### Clock distribution

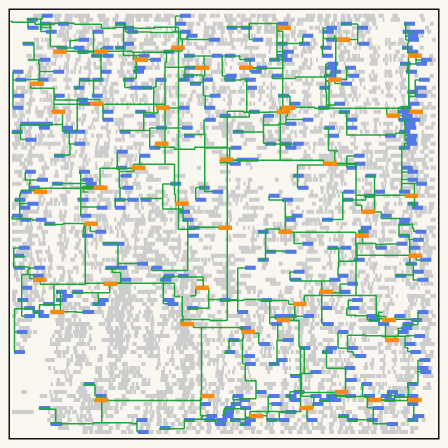
### Track usage over the die

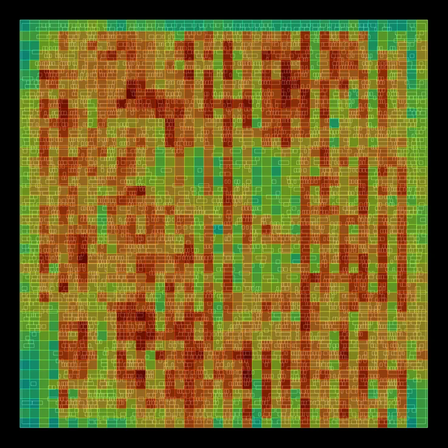
**src/rtl/issue_arbiter.sv**
```systemverilog
// issue_arbiter: per-class round-robin multi-issue scheduler with a one-cycle issue register
package issue_pkg;
    typedef enum logic [3:0] {
        ADD, SUB, AND, OR, XOR, SLT, SLTU, LUI,
        SLL, SRL, SRA, MUL, MULH, DIV, REMU, NOP
    } alu_op_t;
    typedef enum logic [1:0] {NB, BEQ, BNE, JMP} branch_t;
    typedef struct packed {
        logic        valid_operands;
        alu_op_t     ALU_op;
        logic [3:0]  ROB_entry;
        branch_t     branch_type;
        logic [31:0] rs1;
        logic [31:0] rs2;
        logic        load;
    } rs_out_t;
    localparam rs_out_t RS_ZERO = '{valid_operands: 1'b0, ALU_op: NOP, ROB_entry: 4'd0,
                                    branch_type: NB, rs1: 32'd0, rs2: 32'd0, load: 1'b0};
endpackage

module issue_arbiter
    import issue_pkg::*;
#(
    parameter int NUM_RS  = 4,
    parameter int NUM_ALU = 2,
    parameter int NUM_MUL = 1,
    parameter int NUM_DIV = 1,
    parameter int NUM_SHF = 1,
    parameter int NUM_FU  = NUM_ALU + NUM_MUL + NUM_DIV + NUM_SHF
) (
    input  logic              clk,
    input  logic              reset,
    input  rs_out_t           rs_data [NUM_RS],
    input  logic [NUM_FU-1:0] ready_bus,
    input  logic              flush,
    output logic [NUM_RS-1:0] consumed_bus,
    output logic [NUM_FU-1:0] fu_valid,
    output rs_out_t           fu_data [NUM_FU]
);
    localparam int PW = (NUM_RS > 1) ? $clog2(NUM_RS) : 1;

    logic [PW-1:0]     r_ptr [4];
    logic [NUM_FU-1:0] r_fu_valid;
    rs_out_t           r_fu_data [NUM_FU];
    logic [PW-1:0]     w_ptr_nxt [4];
    logic [PW-1:0]     w_src [NUM_FU];
    logic [NUM_FU-1:0] w_gnt;
    logic [NUM_RS-1:0] w_consumed;
    logic [PW-1:0]     w_idx;
    logic              w_hit;

    // Class codes: 0 ALU, 1 MUL, 2 DIV, 3 SHF, 4 NONE (never issued)
    function automatic logic [2:0] op_class(alu_op_t op);
        return (op == MUL || op == MULH) ? 3'd1 :
               (op == DIV || op == REMU) ? 3'd2 :
               (op == SRL || op == SRA || op == SLL) ? 3'd3 :
               !op[3] ? 3'd0 : 3'd4;
    endfunction

    function automatic logic [2:0] fu_class(int k);
        return (k < NUM_ALU) ? 3'd0 :
               (k < NUM_ALU + NUM_MUL) ? 3'd1 :
               (k < NUM_ALU + NUM_MUL + NUM_DIV) ? 3'd2 : 3'd3;
    endfunction

    // Walk requesters in rotation order per class, handing each the lowest free ready FU of its class
    always_comb begin
        w_consumed = '0;
        w_gnt      = '0;
        w_src      = '{default: '0};
        w_ptr_nxt  = r_ptr;
        w_idx      = '0;
        w_hit      = 1'b0;
        for (int c = 0; c < 4; c++) begin
            for (int j = 0; j < NUM_RS; j++) begin
                w_idx = PW'((32'(r_ptr[c]) + 32'(j)) % NUM_RS);
                w_hit = 1'b0;
                if (!reset && !flush && rs_data[w_idx].valid_operands &&
                    op_class(rs_data[w_idx].ALU_op) == 3'(c)) begin
                    for (int k = 0; k < NUM_FU; k++) begin
                        if (!w_hit && fu_class(k) == 3'(c) && ready_bus[k] && !w_gnt[k]) begin
                            w_hit             = 1'b1;
                            w_gnt[k]          = 1'b1;
                            w_src[k]          = w_idx;
                            w_consumed[w_idx] = 1'b1;
                            w_ptr_nxt[c]      = PW'((32'(w_idx) + 32'd1) % NUM_RS);
                        end
                    end
                end
            end
        end
    end

    // Advance pointers and capture granted ops; ungranted FUs load a zeroed NOP
    always_ff @(posedge clk) begin
        if (reset) begin
            r_ptr      <= '{default: '0};
            r_fu_valid <= '0;
            r_fu_data  <= '{default: RS_ZERO};
        end else begin
            r_ptr      <= w_ptr_nxt;
            r_fu_valid <= w_gnt;
            for (int k = 0; k < NUM_FU; k++)
                r_fu_data[k] <= w_gnt[k] ? rs_data[w_src[k]] : RS_ZERO;
        end
    end

    assign consumed_bus = w_consumed;
    assign fu_valid     = r_fu_valid;
    assign fu_data      = r_fu_data;
endmodule
```
**config.mk**
```make
export PLATFORM = sky130hd
export DESIGN_NAME = issue_arbiter
export DESIGN_NICKNAME = d
export VERILOG_FILES = /design/src/rtl/issue_arbiter.sv
export SDC_FILE = /design/constraint.sdc
export NUM_CORES = 1
export LEC_CHECK = 0
export ABC_AREA = 1
export CELL_PAD_IN_SITES_DETAIL_PLACEMENT = 0
export CELL_PAD_IN_SITES_GLOBAL_PLACEMENT = 1
export CORE_UTILIZATION = 30
export DETAILED_ROUTE_END_ITERATION = 7
export PLACE_DENSITY_LB_ADDON = 0.15
export SLEW_MARGIN = 15
export SYNTH_ARGS = -nofsm -noshare
export SYNTH_HDL_FRONTEND = slang
export SYNTH_SLANG_ARGS = --single-unit
```
**constraint.sdc**
```tcl
create_clock -name clk -period 2.8 [get_ports clk]
set_input_delay 0.56 -clock clk [delete_from_list [all_inputs] [get_ports clk]]
set_output_delay 0.56 -clock clk [all_outputs]
set_load 0.1 [all_outputs]
```
==> run summary <==
CTS root buf: sky130_fd_sc_hd__clkbuf_16
Multi-input gate area: 14900 µm²
cells after synthesis: 3986
main logic family after synthesis: simple AND/OR/NAND/NOR gates
top cell types by occurrence after synthesis: sky130_fd_sc_hd__nand3_1 (1228), sky130_fd_sc_hd__nand2_1 (880), sky130_fd_sc_hd__dfxtp_1 (393)
Biggest Area Class: combinational gates
number of logic gates: 2866
Post-Synthesis Net Count: 4322
run status: finished with violations
Synth Cell Area: 25000 µm²
total net switching power: 14.7 mW
Critical Path Sink: consumed_bus[2]
Storage cell area: 7880 µm²
number of flops mapped to enable cells by yosys: 0
worst slew margin relative to its limit: 0.556
hold_sp: rs_data[74]
cell type contributing the most total cell area after synthesis: sky130_fd_sc_hd__dfxtp_1
reg-to-reg slack, setup: -0.49 ns
aggregate negative setup slack: -29.36 ns
H-tree depth reported by CTS: 2
Setup violations, final: 79
initial antenna violation count: 29
violation count after the first detailed-route iteration: 3065
Lkg Pwr: 18.2 nW
CTS buffer count: 50
yosys stat area: 25000 µm²
Clk network pwr share: 0.232
Top cells excl fill/tap: sky130_fd_sc_hd__nand3_1 (1214), sky130_fd_sc_hd__nand2_1 (860), sky130_fd_sc_hd__buf_4 (747)
critical path data arrival time: 2.80 ns
Core Box Area: 82200 µm²
Design Power: 30.5 mW
total internal power: 15.8 mW
clock latency at the later pin of the worst-skew pair: 0.62 ns
global router's overall resource usage: 0.333
largest net degree at the start of global routing: 49
Max Fanout on Critical Path: 6
# placed instances: 5882
Worst R2R Start: r_ptr[6]$_SDFFE_PP0P_
net switching share of the total power: 0.483
Final WS setup: -0.561 ns
most common cell in the synthesized netlist: sky130_fd_sc_hd__nand3_1
Final period util: 1.20
setup repair after global routing missed its margin: true
total congestion overflow after global routing: 0
failing checks: negative setup slack
wire length of the first global-routing pass: 213000 µm
Back to the opening pictures, 'Clock distribution':
- green: clock wires (length 6800 µm)
- blue: flip-flops (count 393)
- orange: clock-net drivers (count 50)
- routed clock nets: 51
- flops lie: all over the die

Back to the opening pictures, 'Track usage over the die':
busiest layer in global routing: met2
WL per Instance: 24.3 µm
fin util: 0.480
met3 usage in global routing: 0.0677
global routing met1 resource utilization: 0.420

[sequential cells by signal (all words and copies together), names as in the netlist]
signal    flops
fu_data     380
r_ptr         8
fu_valid      5
[layer usage]
| layer | GRT usage | vias to the layer above | wire length (µm) |
|---|---|---|---|
| met2 | 0.548 | 1567 | 68900 |
| met1 | 0.420 | 15800 | 60400 |
| li1 | - | 15400 | - |
| met5 | 0 | - | 141 |
| met3 | 0.0677 | 255 | 11600 |
| met4 | 0.139 | 22 | 5790 |
[critical path: stages (launching register included)]
cell                       delay [ns]
sky130_fd_sc_hd__dfxtp_4         0.42
sky130_fd_sc_hd__inv_6           0.07
sky130_fd_sc_hd__ha_4            0.30
sky130_fd_sc_hd__inv_4           0.04
sky130_fd_sc_hd__nand2_4         0.05
sky130_fd_sc_hd__nand3_4         0.14
sky130_fd_sc_hd__inv_4           0.10
sky130_fd_sc_hd__nand3_4         0.08
sky130_fd_sc_hd__nand2_4         0.10
sky130_fd_sc_hd__nor2_4          0.04
sky130_fd_sc_hd__nor2_4          0.16
sky130_fd_sc_hd__inv_4           0.07
sky130_fd_sc_hd__a211oi_2        0.19
sky130_fd_sc_hd__buf_4           0.15
sky130_fd_sc_hd__nand3_4         0.09
sky130_fd_sc_hd__buf_12          0.18
[power by group through the flow]
stage               clock (mW)  sequential, mW  combinational, mW
floorplan                    0            11.7               4.83
global placement             0            6.84               15.5
detailed placement           0            6.83               15.5
CTS                       7.18            6.72               16.3
global route              7.38            6.76               17.4
finish                    7.08            6.73               16.7
[repair_timing]
action | in CTS | in global routing
cloned | 5 | 1
gates resized | 129 | 96
hold buffers | 0 | 0
setup endpoints to repair | 195 | 283
buffers inserted | 52 | 7
pin swaps | 30 | 75
No activity file was given, so power comes from the tool's default toggle rates.
